File: src/rtl/muldiv_controller_pkg.sv
// Shared encodings for the M-extension multiply/divide unit.
// Covers FUNCT3 opcodes, FSM states, default width and opcode-class helpers.
package muldiv_controller_pkg;

   localparam int XLEN_DEF = 32;

   localparam logic [2:0] F3_MUL    = 3'b000;
   localparam logic [2:0] F3_MULH   = 3'b001;
   localparam logic [2:0] F3_MULHSU = 3'b010;
   localparam logic [2:0] F3_MULHU  = 3'b011;
   localparam logic [2:0] F3_DIV    = 3'b100;
   localparam logic [2:0] F3_DIVU   = 3'b101;
   localparam logic [2:0] F3_REM    = 3'b110;
   localparam logic [2:0] F3_REMU   = 3'b111;

   typedef enum logic [2:0] {
      ST_IDLE,
      ST_MUL,
      ST_DIV,
      ST_FIX,
      ST_DONE
   } state_t;

   function automatic logic is_div(input logic [2:0] f3);
      return (f3 == F3_DIV) || (f3 == F3_DIVU) || (f3 == F3_REM) || (f3 == F3_REMU);
   endfunction

   function automatic logic is_div_signed(input logic [2:0] f3);
      return (f3 == F3_DIV) || (f3 == F3_REM);
   endfunction

   function automatic logic is_rem(input logic [2:0] f3);
      return (f3 == F3_REM) || (f3 == F3_REMU);
   endfunction

endpackage

File: src/rtl/muldiv_multiplier.sv
// Combinational 33x33 signed multiplier; each operand is sign- or zero-extended by FUNCT3.
// Returns the low product word for MUL and the high word for MULH/MULHSU/MULHU.
module muldiv_multiplier
   import muldiv_controller_pkg::*;
#(
   parameter int XLEN = XLEN_DEF
) (
   input  logic [2:0]      i_funct3,
   input  logic [XLEN-1:0] i_a,
   input  logic [XLEN-1:0] i_b,
   output logic [XLEN-1:0] o_result
);

   logic              w_a_signed;
   logic              w_b_signed;
   logic              w_high;
   logic [XLEN:0]     w_a_ext;
   logic [XLEN:0]     w_b_ext;
   logic [2*XLEN-1:0] w_a_wide;
   logic [2*XLEN-1:0] w_b_wide;
   logic [2*XLEN-1:0] w_prod;

   assign w_a_signed = (i_funct3 == F3_MULH) || (i_funct3 == F3_MULHSU);
   assign w_b_signed = (i_funct3 == F3_MULH);
   assign w_high     = (i_funct3 == F3_MULH) || (i_funct3 == F3_MULHSU) || (i_funct3 == F3_MULHU);

   assign w_a_ext = {w_a_signed & i_a[XLEN-1], i_a};
   assign w_b_ext = {w_b_signed & i_b[XLEN-1], i_b};

   // Product modulo 2^(2*XLEN) of the 33-bit values is exact for the bits we return.
   assign w_a_wide = {{(XLEN-1){w_a_ext[XLEN]}}, w_a_ext};
   assign w_b_wide = {{(XLEN-1){w_b_ext[XLEN]}}, w_b_ext};
   assign w_prod   = w_a_wide * w_b_wide;

   assign o_result = w_high ? w_prod[2*XLEN-1:XLEN] : w_prod[XLEN-1:0];

endmodule

File: src/rtl/muldiv_controller.sv
// M-extension multiply/divide controller: MUL done 2 cycles after START, restoring divide 34, /0 and overflow 1.
// BUSY stalls the pipeline while working; START is accepted only in IDLE or DONE, FLUSH abandons the operation.
module muldiv_controller
   import muldiv_controller_pkg::*;
#(
   parameter int XLEN = XLEN_DEF
) (
   input  logic            CLK,
   input  logic            RESET,
   input  logic            START,
   input  logic [2:0]      FUNCT3,
   input  logic [XLEN-1:0] OPERAND_A,
   input  logic [XLEN-1:0] OPERAND_B,
   input  logic            FLUSH,
   output logic            BUSY,
   output logic            DONE,
   output logic [XLEN-1:0] RESULT
);

   localparam int            CW       = $clog2(XLEN);
   localparam logic [CW-1:0] CNT_LAST = CW'(XLEN - 1);

   state_t          r_state;
   state_t          w_next;
   logic [2:0]      r_funct3;
   logic [XLEN-1:0] r_op_a;
   logic [XLEN-1:0] r_op_b;
   logic [XLEN-1:0] r_quot;
   logic [XLEN-1:0] r_rem;
   logic [XLEN-1:0] r_divisor;
   logic [XLEN-1:0] r_result;
   logic [CW-1:0]   r_cnt;
   logic            r_neg_q;
   logic            r_neg_r;

   logic            w_accept;
   logic            w_div_op;
   logic            w_signed;
   logic            w_a_neg;
   logic            w_b_neg;
   logic [XLEN-1:0] w_a_mag;
   logic [XLEN-1:0] w_b_mag;
   logic            w_div_zero;
   logic            w_overflow;
   logic            w_early;
   logic [XLEN-1:0] w_early_res;
   logic [XLEN-1:0] w_mul_res;
   logic [XLEN:0]   w_rem_shift;
   logic            w_ge;
   logic [XLEN-1:0] w_diff;
   logic [XLEN-1:0] w_fix_res;

   assign w_accept = ((r_state == ST_IDLE) || (r_state == ST_DONE)) && START && !FLUSH;
   assign w_div_op = is_div(FUNCT3);
   assign w_signed = is_div_signed(FUNCT3);
   assign w_a_neg  = w_signed & OPERAND_A[XLEN-1];
   assign w_b_neg  = w_signed & OPERAND_B[XLEN-1];
   assign w_a_mag  = w_a_neg ? -OPERAND_A : OPERAND_A;
   assign w_b_mag  = w_b_neg ? -OPERAND_B : OPERAND_B;

   // Zero divisor and signed overflow bypass the iteration; the overflow quotient equals A itself.
   assign w_div_zero  = (OPERAND_B == '0);
   assign w_overflow  = w_signed && (OPERAND_A == {1'b1, {(XLEN-1){1'b0}}}) && (OPERAND_B == '1);
   assign w_early     = w_div_op && (w_div_zero || w_overflow);
   assign w_early_res = w_div_zero ? (is_rem(FUNCT3) ? OPERAND_A : '1)
                                   : (is_rem(FUNCT3) ? '0 : OPERAND_A);

   muldiv_multiplier #(.XLEN(XLEN)) u_mul (
      .i_funct3 (r_funct3),
      .i_a      (r_op_a),
      .i_b      (r_op_b),
      .o_result (w_mul_res)
   );

   // One restoring step: shift the next dividend bit in, subtract when it fits.
   assign w_rem_shift = {r_rem, r_quot[XLEN-1]};
   assign w_ge        = (w_rem_shift >= {1'b0, r_divisor});
   assign w_diff      = w_rem_shift[XLEN-1:0] - r_divisor;

   assign w_fix_res = is_rem(r_funct3) ? (r_neg_r ? -r_rem : r_rem)
                                       : (r_neg_q ? -r_quot : r_quot);

   always_ff @(posedge CLK) begin
      if (RESET) r_state <= ST_IDLE;
      else       r_state <= w_next;
   end

   always_comb begin
      w_next = r_state;
      unique case (r_state)
         ST_IDLE, ST_DONE: begin
            w_next = ST_IDLE;
            if (START) begin
               if (!w_div_op)   w_next = ST_MUL;
               else if (w_early) w_next = ST_DONE;
               else             w_next = ST_DIV;
            end
         end
         ST_MUL:  w_next = ST_DONE;
         ST_DIV:  if (r_cnt == '0) w_next = ST_FIX;
         ST_FIX:  w_next = ST_DONE;
         default: w_next = ST_IDLE;
      endcase
      if (FLUSH) w_next = ST_IDLE;
   end

   always_ff @(posedge CLK) begin
      if (RESET) begin
         r_funct3  <= '0;
         r_op_a    <= '0;
         r_op_b    <= '0;
         r_quot    <= '0;
         r_rem     <= '0;
         r_divisor <= '0;
         r_result  <= '0;
         r_cnt     <= '0;
         r_neg_q   <= 1'b0;
         r_neg_r   <= 1'b0;
      end else if (w_accept) begin
         r_funct3  <= FUNCT3;
         r_op_a    <= OPERAND_A;
         r_op_b    <= OPERAND_B;
         r_quot    <= w_a_mag;
         r_rem     <= '0;
         r_divisor <= w_b_mag;
         r_cnt     <= CNT_LAST;
         r_neg_q   <= w_a_neg ^ w_b_neg;
         r_neg_r   <= w_a_neg;
         if (w_early) r_result <= w_early_res;
      end else if (!FLUSH) begin
         unique case (r_state)
            ST_MUL: r_result <= w_mul_res;
            ST_DIV: begin
               r_rem  <= w_ge ? w_diff : w_rem_shift[XLEN-1:0];
               r_quot <= {r_quot[XLEN-2:0], w_ge};
               r_cnt  <= r_cnt - CW'(1);
            end
            ST_FIX: r_result <= w_fix_res;
            default: ;
         endcase
      end
   end

   assign BUSY   = (r_state == ST_MUL) || (r_state == ST_DIV) || (r_state == ST_FIX);
   assign DONE   = (r_state == ST_DONE);
   assign RESULT = r_result;

endmodule

File: config.mk
export PLATFORM = sky130hd
export DESIGN_NAME = muldiv_controller
export DESIGN_NICKNAME = d
export VERILOG_FILES = /design/src/rtl/muldiv_controller_pkg.sv /design/src/rtl/muldiv_multiplier.sv /design/src/rtl/muldiv_controller.sv
export SDC_FILE = /design/constraint.sdc
export NUM_CORES = 2
export LEC_CHECK = 0
export ABC_AREA = 1
export ABC_CLOCK_PERIOD_IN_PS = 25200
export CAP_MARGIN = 30
export CORE_AREA = 5 5 548 279
export DETAILED_ROUTE_END_ITERATION = 6
export DIE_AREA = 0 0 553 284
export MAX_ROUTING_LAYER = met4
export SKIP_CTS_REPAIR_TIMING = 1
export SYNTH_ARGS = -nofsm -noshare
export SYNTH_HDL_FRONTEND = slang
export SYNTH_HIERARCHICAL = 1
export SYNTH_SLANG_ARGS = --single-unit
File: constraint.sdc
create_clock -name CLK -period 25.2 [get_ports CLK]
set_input_delay 3.78 -clock CLK [delete_from_list [all_inputs] [get_ports CLK]]
set_output_delay 3.78 -clock CLK [all_outputs]
set_load 0.02 [all_outputs]
==> qor.yml <==
status: "finished, final reports clean"
logic_area_sq_um: 42800
crit_fanout: 34
warnings: 28
drive_above_1_share_pct: 3.25
top_layer: "met4"
synth_area_sq_um: 55700
synth_warnings: 6
gr-usage-met2_pct: 34.9
die-width_um: 553
adder_share_pct: 46.1
clkSlewWorstSetupHoldPaths_ns: 0.08
detail_route.wl_per_cell_um: 25.6
regArea_sq_um: 4080
slew-limit-headroom_pct: 30.0
die_area_sq_um: 157000
m1WireLength_mm: 123
leakagePower_nw: 30.8
crit_end: "RESULT[14]$_SDFFE_PP0P_"
postSynthCellCount: 7856
slowest_stage: "o21ai_0"
p_per_area_nw_per_um2: 29.8
viasPerCell: 5.42
nonClockBufferCount: 221
place_area_sq_um: 58600
Fig. 1: clock nets
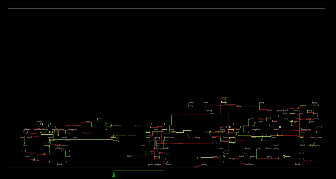
number of buffers created by CTS: 20
# clock sinks: 204
Clock Power: 0.000359 W
clock buffer count in the final layout: 26
Clock Skew: 0.0165 ns

Fig. 2: clock distribution
Scale bar: 200 um.
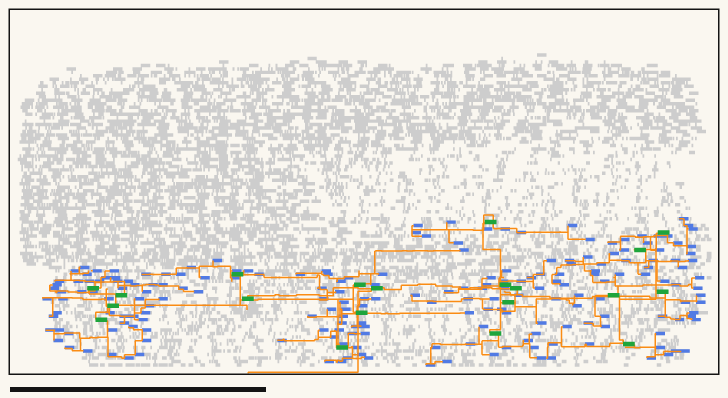
[clock wires] orange | length: 4,110 um
[cells driving clock nets] green | count: 20
[flip-flops] blue | count: 204
routed clock nets: 21

Fig. 3: signal wires by layer
Only two layers are drawn.
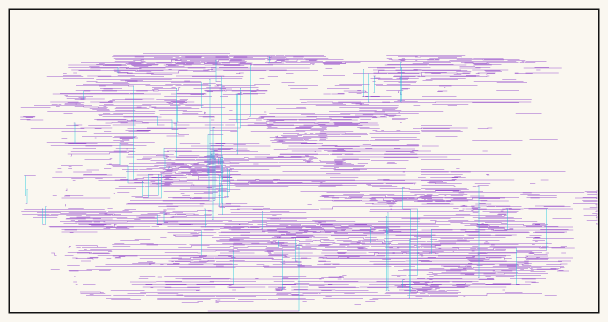
| layer | colour | wire length |
|---|---|---|
| met3 | purple | 43.3 mm |
| met4 | cyan | 2,130 um |

Fig. 4: cells coloured by class
Scale bar: 200 um.
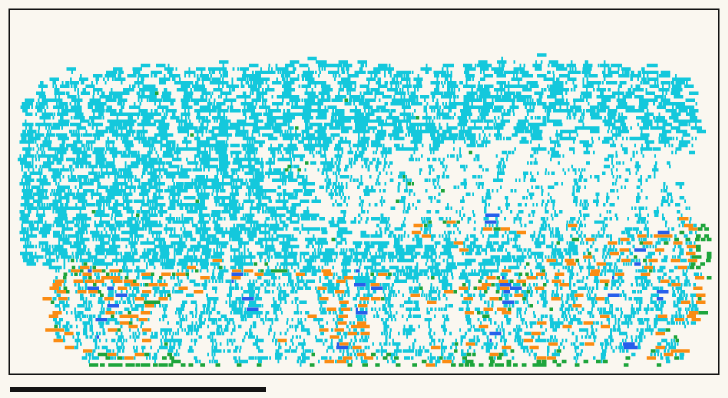
| class | colour | cells |
|---|---|---|
| clock drivers and dummy loads | blue | 36 |
| other buffers and delay cells | green | 221 |
| flip-flops | orange | 204 |
| all other logic | cyan | 7,264 |

Power and IR drop assume default switching activity.
